==> src/rtl/rggen_bus_responder_if.sv <==
// rggen external bus: one request/response channel between a master and a responder.
interface rggen_bus_if #(
  parameter int ADDRESS_WIDTH = 8,
  parameter int BUS_WIDTH     = 32
) ();
  logic                     valid;
  logic [ADDRESS_WIDTH-1:0] address;
  logic                     write;
  logic [BUS_WIDTH-1:0]     write_data;
  logic [BUS_WIDTH/8-1:0]   strobe;
  logic                     ready;
  logic [1:0]               status;
  logic [BUS_WIDTH-1:0]     read_data;

  modport master (
    output valid, address, write, write_data, strobe,
    input  ready, status, read_data
  );

  modport slave (
    input  valid, address, write, write_data, strobe,
    output ready, status, read_data
  );
endinterface

==> src/rtl/rggen_bus_responder.sv <==
// Responder end of the rggen bus: small word store with programmable wait states and a HW read port.
// Optional RGGEN_BUS_RESPONDER_STROBE_ERROR_EN: in-range writes with an all-zero strobe return SLAVE_ERROR.
module rggen_bus_responder #(
  parameter int                       ADDRESS_WIDTH = 8,
  parameter int                       BUS_WIDTH     = 32,
  parameter int                       WORDS         = 4,
  parameter logic [ADDRESS_WIDTH-1:0] BASE_ADDRESS  = '0,
  parameter int                       WAIT_CYCLES   = 0,
  parameter logic [BUS_WIDTH-1:0]     INIT_VALUE    = '0,
  localparam int                      IDX_W         = (WORDS > 1) ? $clog2(WORDS) : 1
) (
  input  logic                 i_clk,
  input  logic                 i_rst_n,
  rggen_bus_if.slave           bus_if,
  input  logic [IDX_W-1:0]     i_hw_index,
  output logic [BUS_WIDTH-1:0] o_hw_data
);
  localparam int STRB_W   = BUS_WIDTH / 8;
  localparam int LSB      = $clog2(STRB_W);
  localparam int HW_DEPTH = 2 ** IDX_W;
  localparam logic [3:0] CNT_INIT = 4'(WAIT_CYCLES);

  localparam logic [1:0] OKAY         = 2'b00;
  localparam logic [1:0] SLAVE_ERROR  = 2'b10;
  localparam logic [1:0] DECODE_ERROR = 2'b11;

  typedef enum logic [1:0] {
    ST_IDLE = 2'd0,
    ST_WAIT = 2'd1,
    ST_ACK  = 2'd2
  } state_e;

  state_e               state_q;
  logic [3:0]           cnt_q;
  logic                 ready_q;
  logic [1:0]           status_q;
  logic [BUS_WIDTH-1:0] rdata_q;
  logic                 req_write_q;
  logic                 req_hit_q;
  logic [IDX_W-1:0]     req_idx_q;
  logic [BUS_WIDTH-1:0] req_wdata_q;
  logic [STRB_W-1:0]    req_strb_q;

  logic [BUS_WIDTH-1:0] mem_q [WORDS];
  logic [BUS_WIDTH-1:0] hw_tbl [HW_DEPTH];

  logic [ADDRESS_WIDTH:0]   diff;
  logic [ADDRESS_WIDTH-1:0] offset;
  logic                     hit;
  logic [IDX_W-1:0]         idx;
  logic                     enter_ack;
  logic [1:0]               status_d;
  logic [BUS_WIDTH-1:0]     rdata_d;

  // The extra MSB of the difference is the borrow, i.e. address below the window
  assign diff   = {1'b0, bus_if.address} - {1'b0, BASE_ADDRESS};
  assign offset = diff[ADDRESS_WIDTH-1:0] >> LSB;
  assign hit    = !diff[ADDRESS_WIDTH] && (32'(offset) < 32'(WORDS));
  assign idx    = offset[IDX_W-1:0];

  // Index space padded to a power of two so out-of-range indices read as zero
  for (genvar g = 0; g < HW_DEPTH; g++) begin : g_hw_tbl
    if (g < WORDS) begin : g_word
      assign hw_tbl[g] = mem_q[g];
    end else begin : g_pad
      assign hw_tbl[g] = '0;
    end
  end

  assign o_hw_data = hw_tbl[i_hw_index];

  assign enter_ack = ((state_q == ST_IDLE) && bus_if.valid && (WAIT_CYCLES == 0)) ||
                     ((state_q == ST_WAIT) && (cnt_q == 4'd1));

  always_comb begin
    status_d = OKAY;
    rdata_d  = '0;
    if (!hit) begin
      status_d = DECODE_ERROR;
    end else if (!bus_if.write) begin
      rdata_d = hw_tbl[idx];
    end
`ifdef RGGEN_BUS_RESPONDER_STROBE_ERROR_EN
    else if (bus_if.strobe == '0) begin
      status_d = SLAVE_ERROR;
    end
`endif
  end

  always_ff @(posedge i_clk or negedge i_rst_n) begin
    if (!i_rst_n) begin
      state_q     <= ST_IDLE;
      cnt_q       <= '0;
      ready_q     <= 1'b0;
      status_q    <= OKAY;
      rdata_q     <= '0;
      req_write_q <= 1'b0;
      req_hit_q   <= 1'b0;
      req_idx_q   <= '0;
      req_wdata_q <= '0;
      req_strb_q  <= '0;
    end else begin
      case (state_q)
        ST_IDLE: begin
          if (bus_if.valid) begin
            cnt_q   <= CNT_INIT;
            state_q <= (WAIT_CYCLES > 0) ? ST_WAIT : ST_ACK;
          end
        end
        ST_WAIT: begin
          cnt_q <= cnt_q - 4'd1;
          if (cnt_q == 4'd1) begin
            state_q <= ST_ACK;
          end
        end
        default: state_q <= ST_IDLE;
      endcase
      ready_q <= enter_ack;
      // Request is captured on the edge entering ACK; the master keeps it stable until then
      if (enter_ack) begin
        req_write_q <= bus_if.write;
        req_hit_q   <= hit;
        req_idx_q   <= idx;
        req_wdata_q <= bus_if.write_data;
        req_strb_q  <= bus_if.strobe;
        status_q    <= status_d;
        rdata_q     <= rdata_d;
      end
    end
  end

  // Write commits on the edge leaving ACK; an all-zero strobe naturally changes nothing
  always_ff @(posedge i_clk or negedge i_rst_n) begin
    if (!i_rst_n) begin
      for (int i = 0; i < WORDS; i++) begin
        mem_q[i] <= INIT_VALUE;
      end
    end else if ((state_q == ST_ACK) && req_write_q && req_hit_q) begin
      for (int b = 0; b < STRB_W; b++) begin
        if (req_strb_q[b]) begin
          mem_q[req_idx_q][8*b +: 8] <= req_wdata_q[8*b +: 8];
        end
      end
    end
  end

  assign bus_if.ready     = ready_q;
  assign bus_if.status    = status_q;
  assign bus_if.read_data = rdata_q;
endmodule

==> src/flat_wrapper.sv <==
// flat-port wrapper written by rule: the top's interface ports become plain ports
module rggen_bus_responder_flat 
#(
  parameter int                       ADDRESS_WIDTH = 8,
  parameter int                       BUS_WIDTH     = 32,
  parameter int                       WORDS         = 4,
  parameter logic [ADDRESS_WIDTH-1:0] BASE_ADDRESS  = '0,
  parameter int                       WAIT_CYCLES   = 0,
  parameter logic [BUS_WIDTH-1:0]     INIT_VALUE    = '0,
  localparam int                      IDX_W         = (WORDS > 1) ? $clog2(WORDS) : 1
)
  (i_clk, i_rst_n, i_hw_index, o_hw_data, bus_if_valid, bus_if_address, bus_if_write, bus_if_write_data, bus_if_strobe, bus_if_ready, bus_if_status, bus_if_read_data);
  rggen_bus_if #(.ADDRESS_WIDTH(ADDRESS_WIDTH), .BUS_WIDTH(BUS_WIDTH)) bus_if_i ();
  input  logic i_clk;
  input  logic i_rst_n;
  input  logic [IDX_W-1:0] i_hw_index;
  output logic [BUS_WIDTH-1:0] o_hw_data;
  input wire logic [$bits(bus_if_i.valid)-1:0] bus_if_valid;
  input wire logic [$bits(bus_if_i.address)-1:0] bus_if_address;
  input wire logic [$bits(bus_if_i.write)-1:0] bus_if_write;
  input wire logic [$bits(bus_if_i.write_data)-1:0] bus_if_write_data;
  input wire logic [$bits(bus_if_i.strobe)-1:0] bus_if_strobe;
  output wire logic [$bits(bus_if_i.ready)-1:0] bus_if_ready;
  output wire logic [$bits(bus_if_i.status)-1:0] bus_if_status;
  output wire logic [$bits(bus_if_i.read_data)-1:0] bus_if_read_data;
  assign bus_if_i.valid = bus_if_valid;
  assign bus_if_i.address = bus_if_address;
  assign bus_if_i.write = bus_if_write;
  assign bus_if_i.write_data = bus_if_write_data;
  assign bus_if_i.strobe = bus_if_strobe;
  assign bus_if_ready = bus_if_i.ready;
  assign bus_if_status = bus_if_i.status;
  assign bus_if_read_data = bus_if_i.read_data;
  rggen_bus_responder #(.ADDRESS_WIDTH(ADDRESS_WIDTH), .BUS_WIDTH(BUS_WIDTH), .WORDS(WORDS), .BASE_ADDRESS(BASE_ADDRESS), .WAIT_CYCLES(WAIT_CYCLES), .INIT_VALUE(INIT_VALUE)) u_core (.i_clk(i_clk), .i_rst_n(i_rst_n), .bus_if(bus_if_i), .i_hw_index(i_hw_index), .o_hw_data(o_hw_data));
endmodule
==> config.mk <==
export PLATFORM = sky130hd
export DESIGN_NAME = rggen_bus_responder_flat
export DESIGN_NICKNAME = d
export VERILOG_FILES = /design/src/rtl/rggen_bus_responder_if.sv /design/src/rtl/rggen_bus_responder.sv /design/src/flat_wrapper.sv
export SDC_FILE = /design/constraint.sdc
export NUM_CORES = 1
export LEC_CHECK = 0
export ABC_AREA = 0
export CAP_MARGIN = 25
export CORE_MARGIN = 5
export CORE_UTILIZATION = 57
export CTS_BUF_LIST = sky130_fd_sc_hd__clkbuf_8
export DETAILED_ROUTE_END_ITERATION = 10
export HOLD_SLACK_MARGIN = 0.03
export PLACE_DENSITY_LB_ADDON = 0.08
export SYNTH_ARGS = -nofsm -noshare
export SYNTH_HDL_FRONTEND = slang
export SYNTH_SLANG_ARGS = --single-unit
==> constraint.sdc <==
create_clock -name i_clk -period 3.5 [get_ports i_clk]
set_clock_uncertainty 0.05 [all_clocks]
set_input_delay 1.05 -clock i_clk [delete_from_list [all_inputs] [get_ports i_clk]]
set_output_delay 1.05 -clock i_clk [all_outputs]
set_load 0.03 [all_outputs]
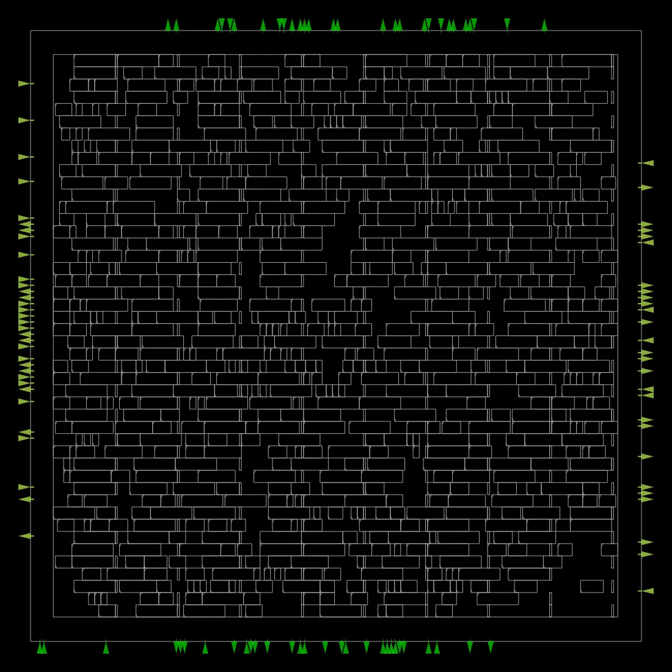
**Above:** run 1 (placed standard cells).
# fillers: 1090
Post-Layout Cell Count: 985
Tap Count: 216

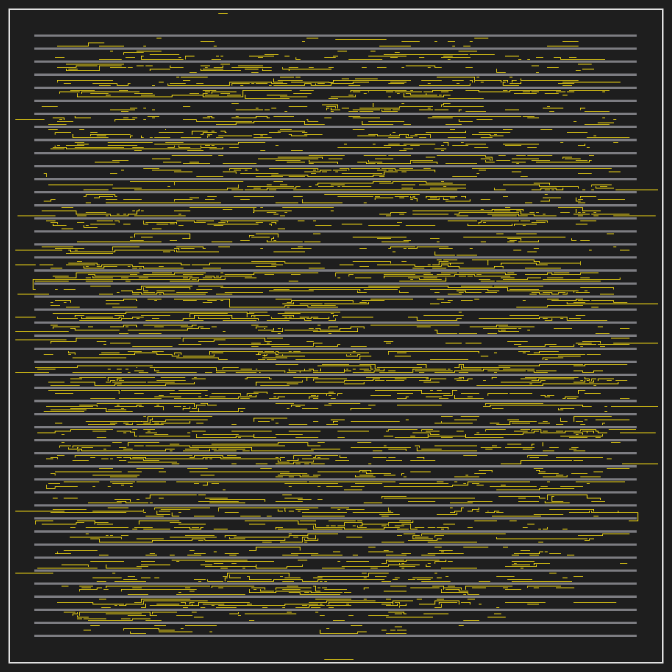
**Above:** run 1 (met1 routing).
Supply wires on this layer in grey.
main direction: horizontal
share of all routed wire: 41%
longest straight run: 37.3 um
wire length on this layer: 8710 um
nets with wire on the layer: 722
routed via count: 5805
Routed WL: 21.3 mm
M1 GR Usage: 32.0%

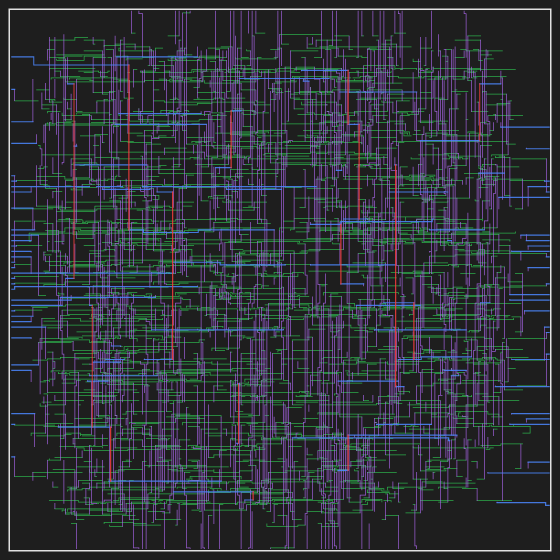
**Above:** run 1 (wiring by layer).
legend:
  met1:
    colour: green
    wire_length: 8710 um
  met3:
    colour: blue
    wire_length: 1210 um
  met2:
    colour: purple
    wire_length: 11000 um
  met4:
    colour: red
    wire_length: 354 um
drt wl/cell: 21.6 um
GRT Total Usage: 24.2%

==> impl_metrics.toml, run 1 <==
# physical design summary
[pwr]
ir_drop_mv = 0.364
p_int_mw = 3.93
switching_share_pct = 24.6
combPwrFrac_pct = 8.6
clkPwrFrac_pct = 42.2
power_density_mw_per_mm2 = 464
p_leak_nw = 5.46
switching_power_mw = 1.28
power_frac_seq_pct = 49.2

[yosys]
top_area_share_pct = 56.2
async_flop_share_pct = 100
ys_seq_share_pct = 56.2
yosys_warnings = 0
synthCells = 612
synth_chip_area_sq_mm = 0.00903
ys_top_cells_by_count = "dfrtp_1, mux2_2, nand2_1"
yosysMostFrequentCell = "dfrtp_1"
avgSynthCellArea_sq_um = 14.8
synth_stat.cells = 612
fp_nets = 662
yosys-top-cells-area = "dfrtp_1, mux2_2, mux4_2, nand2_1, a22o_1"
synth-edff-count = 0
yosys_most_used_dff = "dfrtp_1"
top_area_cell = "dfrtp_1"
syn_area_sq_mm = 0.00903
yosysUniqueCellTypes = 19
synth_flops = 203

[global_route]
top_usage_layer = "met2"
grt_overflow_total = 0
antenna_found_initial = 0
grtUsageMet3_pct = 4.74
grt_first_pass_wirelength_mm = 34.3
groute.layer.met2.usage_pct = 40.8
grt_max_degree = 69
grt_pass1_vias = 6290

[cells_and_area]
antenna_cells = 0
syn_to_final_growth_pct = 24.3
seq_area_sq_mm = 0.00508
logic_area_sq_mm = 0.00381
finalNetCount = 797
drive_above_1_share_pct = 36.8
design_area_sq_mm = 0.0112

[setup_path]
cp-start-kind = "input port"
worstReg2RegEnd = "u_core.hw_tbl[109]"
critPathRequiredTime_ps = 2400
end_kind = "output port"
r2r_cells = 3
worstPathMaxFanout = 14
cp.arrival_ps = 2340
r2r-start = "u_core.state_q[1]"
regToRegSetupSlack_ps = 1450
critPathKind = "input port to output port"

[clock_network]
cts_htree_levels = 2
worstSkewPairLatency_ps = 510
clockBufferDepth = 3
cts_root_buf = "clkbuf_8"
cts.sinks = 203
numCtsBuffers = 36
clk_pin_slew_ps = 60
cts_tree = "done"

[timing]
fmax_ghz = 0.290
setup_violations = 0
timing.slew.headroom_pct = 39.1
grt_setup_unrepaired = "false"
period_needed_ps = 3440
finalMaxSlewViolations = 0
worstMarginPinSlew_ps = 908
min_period_over_period_pct = 98.4
setup_slack_ps = 55.1
hold_violations = 0

[outcome]
status = "finished clean"

[worst_hold_path]
min_to = "u_core.req_strb_q[1]"
hold_path_class = "register to register"
min_from = "u_core.req_strb_q[1]"
whs_path_depth = 2

[routing]
drtPass1Iterations = 4
antenna_left = 0
drc = 0
first_iter_violations = 313
avgViaCountPerCell = 5.89

[job]
tool_warnings = 28
maxCapViolCount = 0

[placement]
dp_hpwl_mm = 13.7
place_worst_setup_slack_ps = -208
routabilityCongestion = 0.758
numPortBuffers = 114
place_area_sq_mm = 0.0106

[floorplan]
dieArea_sq_mm = 0.0185
floorplan.rows = 46
die_w_um = 136
die_y_um = 136
ioPinCount = 117
fp_util_pct = 57.5
core_area_sq_mm = 0.0157
## run 1: logic make-up (layout without fill, tap and decap cells)
logic type | count (synthesis) | in the layout | share of synthesized area, %
buf+inv | 38 | 195 | 1.73
mux | 192 | 192 | 31.9
compound gates | 33 | 33 | 3.19
flops | 203 | 203 | 56.2
simple gates | 146 | 146 | 6.95
## run 1: metal layers
metal	vias to the layer above	share of wire [%]	wire [um]
li1	2518	-	-
met1	3088	41	8710
met2	164	52	11000
met3	35	5.7	1210
met4	0	1.7	353
met5	-	0	0
## run 1: flip-flops by register name (all words and copies together) (netlist names), 2 cells and up
register and flops:
u_core.hw_tbl 128, u_core.bus_if.read_data 32, u_core.req_wdata_q 32, u_core.req_strb_q 4, u_core.req_idx_q 2
## run 1: cells in the final DEF, fill, tap and decap left out
| cell | count |
|---|---|
| nor3_2 | 3 |
| nand2b_4 | 1 |
| nor3b_4 | 1 |
| clkinv_2 | 1 |
| dfrtp_1 | 203 |
| dlygate4sd2_1 | 30 |
| nor2_2 | 12 |
| clkdlybuf4s15_1 | 1 |
| mux4_2 | 64 |
| nor4_1 | 1 |
| clkbuf_8 | 48 |
| clkdlybuf4s50_1 | 77 |
| nand4_1 | 4 |
| mux2_2 | 128 |
| nand2_1 | 121 |
| nand2b_1 | 2 |
| or3_1 | 1 |
| buf_2 | 4 |
| o21a_1 | 1 |
| bufinv_16 | 1 |
| clkinv_1 | 1 |
| clkbuf_2 | 1 |
| buf_4 | 10 |
| inv_1 | 12 |
| a22o_1 | 32 |
| buf_12 | 9 |
## run 1: through the flow
step | total power, mW | utilization (%) | hold WS, ps | TNS [ps] | instances
global placement | 3.04 | 67.1 | 419 | -5050 | 925
global route | 5.42 | 71.5 | 453 | 0 | 985
CTS | 5.26 | 71.5 | 430 | 0 | 985
finish | 5.21 | 71.5 | 436 | 0 | 985
detailed placement | 3.06 | 67.1 | 416 | -5210 | 925
floorplan | 2.82 | - | 396 | 0 | 612
## run 1: worst max path at each step
stage                              from            end  slack [ps]
final                     i_hw_index[0]  o_hw_data[11]          60
after floorplan           i_hw_index[0]   o_hw_data[0]         190
after detailed placement  i_hw_index[0]  o_hw_data[14]        -210
after global routing      i_hw_index[0]  o_hw_data[20]           8
after global placement    i_hw_index[0]  o_hw_data[14]        -200
after CTS                 i_hw_index[0]  o_hw_data[14]          30
## run 1: repair_timing
item	4_1_cts	5_1_grt
hold buffers	0	0
hold endpoints to repair	0	0
buffers inserted	0	0
endpoints found under the setup margin	32	2
gates resized	32	3
gates cloned	0	0
## run 1: critical path, stage by stage
cell and delay (ps):
buf_2 180, buf_12 210, mux4_2 520, dlygate4sd2_1 370
## run 1: area by class of cell
cell class,instances,area share (%)
clock inverters,13,0.680
well taps,216,2.41
multi-input cells,371,33.9
clock buffers,47,5.76
repair buffers,133,11.9
inverters,2,0.0668
flip-flops and latches,203,45.2
## run 1: power by group through the flow
stage,logic [mW],clock network (mW),registers [mW]
5_1_grt,0.490,2.36,2.58
3_5_place_dp,0.464,0,2.60
3_3_place_gp,0.452,0,2.59
4_1_cts,0.457,2.24,2.56
6_report,0.448,2.20,2.56
2_1_floorplan,0.260,0,2.56
**Run 1: placement by cell class**

Scale bar: 50 um. Fill, decap, tap and diode cells in grey.
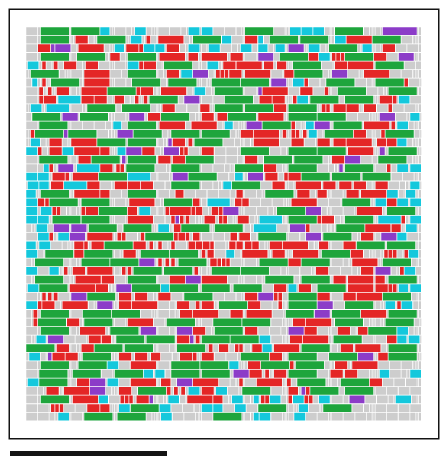

==> run 1 -> run 2 <==
Settings changed: CORE_ASPECT_RATIO from default to 0.8.
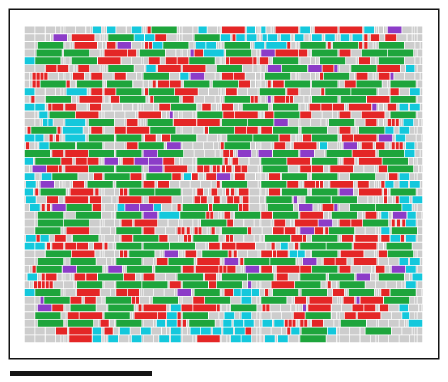
**Above:** run 2 (placement by cell class).
Scale bar: 50 um. Fill, decap, tap and diode cells in grey.
legend:
  all other logic:
    colour: red
    cells: 373
  other buffers and delay cells:
    colour: cyan
    cells: 130
  clock drivers and dummy loads:
    colour: purple
    cells: 53
  flip-flops:
    colour: green
    cells: 203
final std cell area, no fill: 0.0111 sq mm
Seq/total area: 45.9%

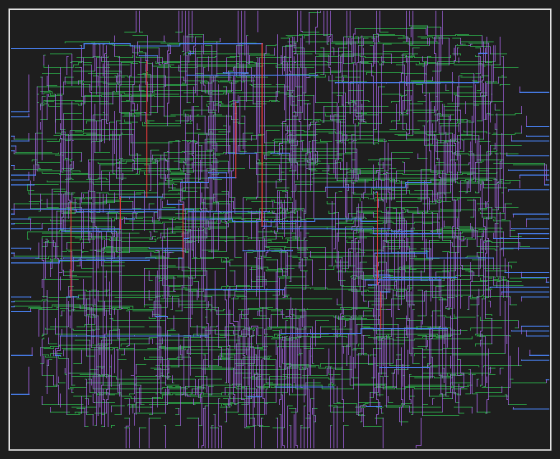
**Above:** run 2 (wiring by layer).
legend:
  met1:
    colour: green
    wire_length: 9020 um
  met2:
    colour: purple
    wire_length: 10500 um
  met4:
    colour: red
    wire_length: 197 um
  met3:
    colour: blue
    wire_length: 1160 um
GRT Total Usage: 23.7%
Routed WL: 20.9 mm

==> impl_metrics.toml, run 2 <==
# physical design summary
[outcome]
status = "finished clean"

[global_route]
grt_pass1_vias = 6190
grt_overflow_total = 0
antenna_found_initial = 0
grt_use_met1_pct = 33.3
grtUsageMet3_pct = 4.61
top_usage_layer = "met2"
groute.layer.met2.usage_pct = 39.2
grt_max_degree = 80
grt_first_pass_wirelength_mm = 33.6

[setup_path]
r2r-start = "u_core.state_q[1]"
r2r_cells = 3
end_kind = "output port"
worstPathMaxFanout = 17
critPathKind = "input port to output port"
regToRegSetupSlack_ps = 1490
critPathRequiredTime_ps = 2400
cp.arrival_ps = 2340
cp-start-kind = "input port"
worstReg2RegEnd = "u_core.hw_tbl[111]"

[clock_network]
numCtsBuffers = 34
worstSkewPairLatency_ps = 500
cts_root_buf = "clkbuf_8"
cts_htree_levels = 2
cts_tree = "done"
postCtsSetupRepairBufs = 0
clockBufferDepth = 3
cts.sinks = 203
clk_pin_slew_ps = 50

[routing]
drtPass1Iterations = 4
first_iter_violations = 279
wl_per_cell_um = 21.5
vias = 5737
drc = 0
avgViaCountPerCell = 5.89
antenna_left = 0

[cells_and_area]
syn_to_final_growth_pct = 22.5
finalNonFillerCells = 974
antenna_cells = 0
lay_top_count = "dfrtp_1"
largest_reg_flops = 128
nFillCells = 1059
drive_above_1_share_pct = 36.1
finalNetCount = 792
final_cell_mix = "dfrtp_1, mux2_2, nand2_1, clkdlybuf4s50_1, mux4_2"
final_util_pct = 70.7

[yosys]
synthCells = 612
synth_chip_area_sq_mm = 0.00903
avgSynthCellArea_sq_um = 14.8
synth_stat.cells = 612
top_area_share_pct = 56.2
async_flop_share_pct = 100
synth-edff-count = 0
synth_flops = 203
yosys_warnings = 0
yosys_most_used_dff = "dfrtp_1"
yosysMostFrequentCell = "dfrtp_1"
ys_top_cells_by_count = "dfrtp_1, mux2_2, nand2_1"
top_area_cell = "dfrtp_1"
ys_seq_share_pct = 56.2
yosysUniqueCellTypes = 19
syn_area_sq_mm = 0.00903
yosys-top-cells-area = "dfrtp_1, mux2_2, mux4_2, nand2_1, a22o_1"
fp_nets = 662

[timing]
min_period_over_period_pct = 98.3
finalMaxSlewViolations = 0
grt_setup_unrepaired = "false"
worstMarginPinSlew_ps = 873
fmax_ghz = 0.291
setup_violations = 0
period_needed_ps = 3440
timing.slew.headroom_pct = 41.5
hold_violations = 0

[floorplan]
fp_util_pct = 57.7
dieArea_sq_mm = 0.0185
ioPinCount = 117
floorplan.rows = 41
core_area_sq_mm = 0.0156
die_y_um = 123
die_w_um = 151

[pwr]
p_leak_nw = 5.38
power_density_mw_per_mm2 = 444
ir_drop_mv = 0.298

[worst_hold_path]
min_to = "u_core.req_strb_q[0]"
whs_path_depth = 2
min_from = "u_core.req_strb_q[0]"
hold_path_class = "register to register"

[job]
tool_warnings = 28
maxCapViolCount = 0

[placement]
numPortBuffers = 114
place_area_sq_mm = 0.0105
routabilityCongestion = 0.817
dp_hpwl_mm = 13.7
dp_cells = 921
run 2: cell count changes in the layout (fill, tap and decap cells not counted):
cell	change
clkbuf_8	-6
clkdlybuf4s15_1	-1
buf_12	-2
bufinv_16	-1
buf_4	+1
clkbuf_2	-1
run 2: power by group:
part,leakage (nW),total (mW),switching [mW],internal (mW)
registers,2.76,2.57,0.110,2.45
clock network,0.357,1.91,0.868,1.04
logic,2.27,0.442,0.235,0.207
run 2: cell families (layout without fill, tap and decap cells):
kind of cell           Yosys count  after routing  synth area share [%]
AOI/OAI and AO/OA               33             33                  3.19
and+or+nand+nor                146            146                  6.95
DFF                            203            203                  56.2
muxes                          192            192                  31.9
buffers and inverters           38            185                  1.73
run 2: layer usage:
layer,part of all wire [%],routed length (um)
met5,0,0
met2,50,10500
met1,43,9020
met4,0.94,196
met3,5.6,1160
run 2: worst max-delay path by stage:
| stage | start | to | cells after the start |
|---|---|---|---|
| after floorplan | i_hw_index[0] | o_hw_data[0] | 3 |
| after global placement | i_hw_index[0] | o_hw_data[15] | 4 |
| after detailed placement | i_hw_index[0] | o_hw_data[14] | 4 |
| after CTS | i_hw_index[0] | o_hw_data[14] | 4 |
| after global routing | i_hw_index[0] | o_hw_data[1] | 4 |
| final | i_hw_index[0] | o_hw_data[1] | 4 |
run 2: repair_timing:
item,4_1_cts,5_1_grt
hold buffers,0,0
endpoints found under the hold margin,0,0
resized,30,0
endpoints found under the setup margin,30,0
run 2: critical path, stage by stage:
cell	delay, ps
buf_2	140
buf_12	210
mux4_2	540
dlygate4sd2_1	370
run 2: per-stage QoR:
step | worst slack [ps] | hold WS (ps) | TNS (ps) | power (mW)
finish | 59.7 | 446 | 0 | 4.92
global route | 15.5 | 469 | 0 | 5.15
CTS | 47.9 | 445 | 0 | 4.97
detailed placement | -195 | 431 | -4610 | 3.06
global placement | -177 | 422 | -4270 | 3.03
floorplan | 191 | 396 | 0 | 2.82
run 2: final cells by class:
class / instances / area, sq um / share of cell area (%)
multi-input combinational: 371 / 3810 / 34.4
clock buffer: 41 / 564 / 5.10
clock inverter: 12 / 46.3 / 0.418
timing repair buffer: 130 / 1290 / 11.7
sequential: 203 / 5080 / 45.9
inverter: 2 / 7.51 / 0.0678
tap: 215 / 269 / 2.43
**Run 2: met1 routing**

Supply wires on this layer in grey.
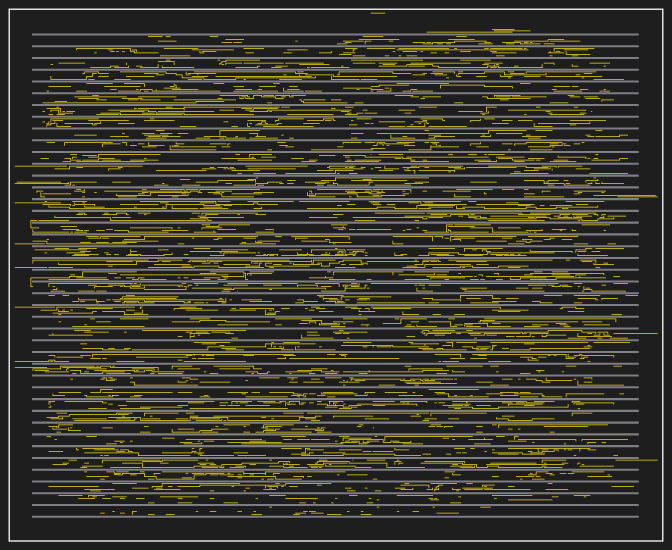

==> run 2 -> run 3 <==
Settings changed: CORE_UTILIZATION 57 to 40.
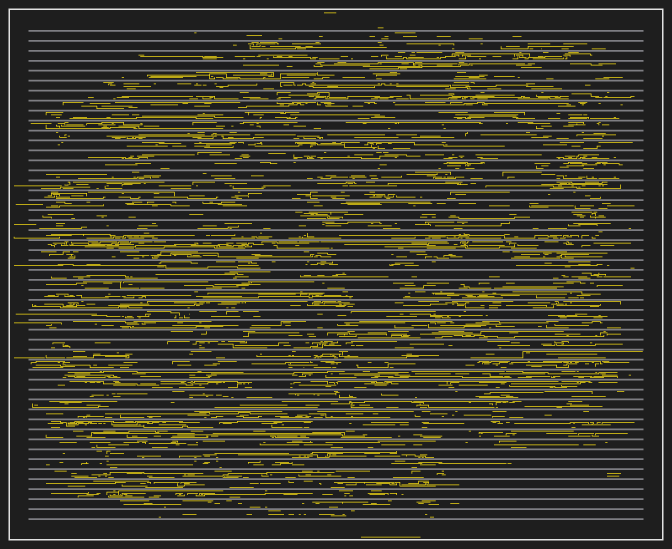
**Above:** run 3 (met1 routing).
Supply wires on this layer in grey.
nets with wire on the layer: 719
longest straight run: 47.4 um
wire length on this layer: 9890 um
M1 GR Usage: 24.3%
Routed WL: 22.5 mm
routed via count: 5680

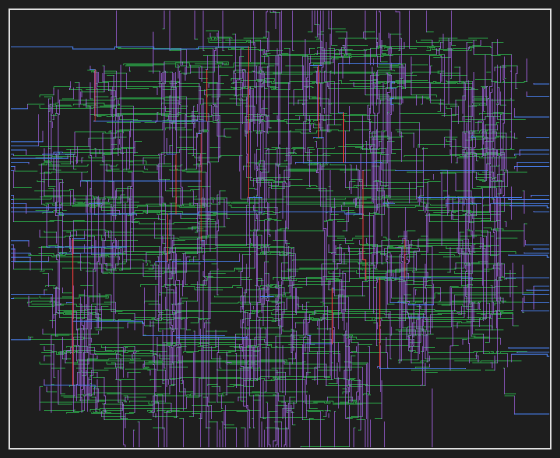
**Above:** run 3 (wiring by layer).
legend:
  met4:
    colour: red
    wire_length: 340 um
  met3:
    colour: blue
    wire_length: 1090 um
  met2:
    colour: purple
    wire_length: 11200 um
  met1:
    colour: green
    wire_length: 9890 um
GRT Total Usage: 18.3%
drt wl/cell: 20.9 um

==> impl_metrics.toml, run 3 <==
# physical design summary
[setup_path]
end_kind = "output port"
r2r-start = "u_core.state_q[1]"
regToRegSetupSlack_ps = 1460
critPathKind = "input port to output port"
r2r_cells = 3
cp.arrival_ps = 2360
worstReg2RegEnd = "u_core.hw_tbl[101]"
worstPathMaxFanout = 17
critPathRequiredTime_ps = 2400

[cells_and_area]
antenna_cells = 0
final_cell_mix = "dfrtp_1, mux2_2, nand2_1, clkdlybuf4s50_1, mux4_2"
final_util_pct = 50.6
syn_to_final_growth_pct = 25.4
drive_above_1_share_pct = 38.2
largest_reg_flops = 128
finalNetCount = 800

[worst_hold_path]
hold_path_class = "register to register"
min_to = "u_core.req_strb_q[0]"
whs_path_depth = 2
min_from = "u_core.req_strb_q[0]"

[pwr]
p_leak_nw = 5.41
ir_drop_mv = 0.235
total_power_mw = 5.03
power_density_mw_per_mm2 = 444

[clock_network]
cts_hold_buf = 0
worstSkewPairLatency_ps = 500
numCtsBuffers = 36
clockBufferDepth = 3
cts_htree_levels = 2
clk_pin_slew_ps = 50
cts.sinks = 203
cts_tree = "done"
cts_root_buf = "clkbuf_8"

[yosys]
yosysMostFrequentCell = "dfrtp_1"
top_area_share_pct = 56.2
avgSynthCellArea_sq_um = 14.8
yosysUniqueCellTypes = 19
yosys-top-cells-area = "dfrtp_1, mux2_2, mux4_2, nand2_1, a22o_1"
synth-edff-count = 0
synthCells = 612
synth_flops = 203
synth_stat.cells = 612
fp_nets = 662
yosys_warnings = 0
ys_seq_share_pct = 56.2
yosys_most_used_dff = "dfrtp_1"

[placement]
routabilityCongestion = 0.759
dp_hpwl_mm = 14.8
numPortBuffers = 114
place_worst_setup_slack_ps = -214

[timing]
setup_violations = 0
grt_setup_unrepaired = "false"
holdWs_ps = 423
finalMaxSlewViolations = 0
tns_ps = 0
hold_violations = 0

[floorplan]
core_area_sq_mm = 0.0224
dieArea_sq_mm = 0.0257
fp_util_pct = 40.4
floorplan.rows = 49
ioPinCount = 117

[global_route]
grt_overflow_total = 0
grt_pass1_vias = 6312

[routing]
antenna_left = 0
first_iter_violations = 258
drc = 0
avgViaCountPerCell = 5.28
drtPass1Iterations = 4

[outcome]
status = "finished clean"

[job]
tool_warnings = 28
-- run 3: cell count changes in the layout (fill, tap and decap cells not counted), sizes merged --
cell / previous run / this run
buf: 22 / 40
clkbuf: 42 / 44
clkdlybuf4s15: 0 / 1
clkinv: 2 / 1
clkinvlp: 0 / 1
dlygate4sd2: 30 / 17
inv: 12 / 14
-- run 3: timing repair --
| action | 4_1_cts | 5_1_grt |
|---|---|---|
| cloned | 0 | 0 |
| gates resized | 18 | 1 |
| endpoints found under the setup margin | 18 | 1 |
| pin swaps | 0 | 0 |
| endpoints found under the hold margin | 0 | 0 |
| buffers inserted | 0 | 0 |
-- run 3: how the worst max path moves through the flow --
| stage | startpoint | end | slack, ps |
|---|---|---|---|
| 2_1_floorplan | i_hw_index[0] | o_hw_data[0] | 190 |
| 3_5_place_dp | i_hw_index[0] | o_hw_data[1] | -210 |
| 6_report | i_hw_index[0] | o_hw_data[4] | 40 |
| 5_1_grt | i_hw_index[0] | o_hw_data[4] | 1 |
| 3_3_place_gp | i_hw_index[0] | o_hw_data[30] | -200 |
| 4_1_cts | i_hw_index[0] | o_hw_data[1] | 30 |
-- run 3: final cells by class --
class	instances	area (sq um)	area share (%)
well taps	306	383	3.38
clock inverters	14	56.3	0.497
multi-input cells	371	3810	33.7
flip-flops and latches	203	5080	44.8
repair buffers	136	1400	12.3
clock buffers	43	592	5.22
inverters	2	7.51	0.0663
-- run 3: through the flow --
stage / cell area, sq um / cells
after CTS: 11300 / 1075
final: 11300 / 1075
after global placement: 10700 / 1018
after detailed placement: 10700 / 1018
after global routing: 11300 / 1075
after floorplan: 9030 / 612
-- run 3: critical path: stages --
cell	delay, ps
buf_2	140
buf_12	200
mux4_2	560
dlygate4sd2_1	380
-- run 3: cell families after synthesis --
family / Yosys count / synth area share [%]
mux: 192 / 31.9
flops: 203 / 56.2
simple gates: 146 / 6.95
buf+inv: 38 / 1.73
compound gates: 33 / 3.19
-- run 3: report_power, final --
group / internal, mW / leakage (nW) / total (mW) / switching, mW
logic: 0.219 / 2.28 / 0.458 / 0.240
clock network: 1.10 / 0.379 / 2.01 / 0.915
registers: 2.45 / 2.76 / 2.56 / 0.108
-- run 3: per-layer routing --
metal | vias to the layer above | global-route usage (%) | share of wire, %
li1 | 2514 | - | -
met1 | 3004 | 24.3 | 44
met2 | 132 | 31.5 | 50
met3 | 30 | 3.74 | 4.9
met4 | 0 | 4.31 | 1.5
met5 | - | 0 | 0

==> notes/layouts.md <==
Pictures saved along the way, in no particular order.

Routed metal per tile.
image #1
The die is cut into 36 by 29 equal tiles; black is low, pale yellow is high, scaled to the fullest tile. Values are wire area over tile area, all layers added.
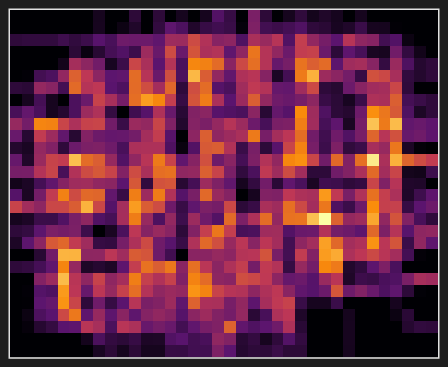
image #2
The die is cut into 27 by 27 equal tiles; black is low, pale yellow is high, scaled to the fullest tile. Values are wire area over tile area, all layers added.
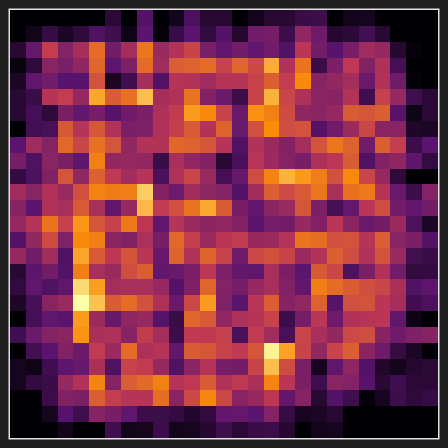
image #3
The die is cut into 30 by 25 equal tiles; black is low, pale yellow is high, scaled to the fullest tile. Values are wire area over tile area, all layers added.
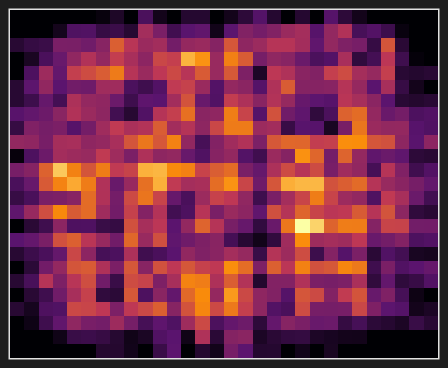
| picture | from |
|---|---|
| image #3 | run 2 |
| image #1 | run 3 |
| image #2 | run 1 |

No activity file was given, so power comes from the tool's default toggle rates.
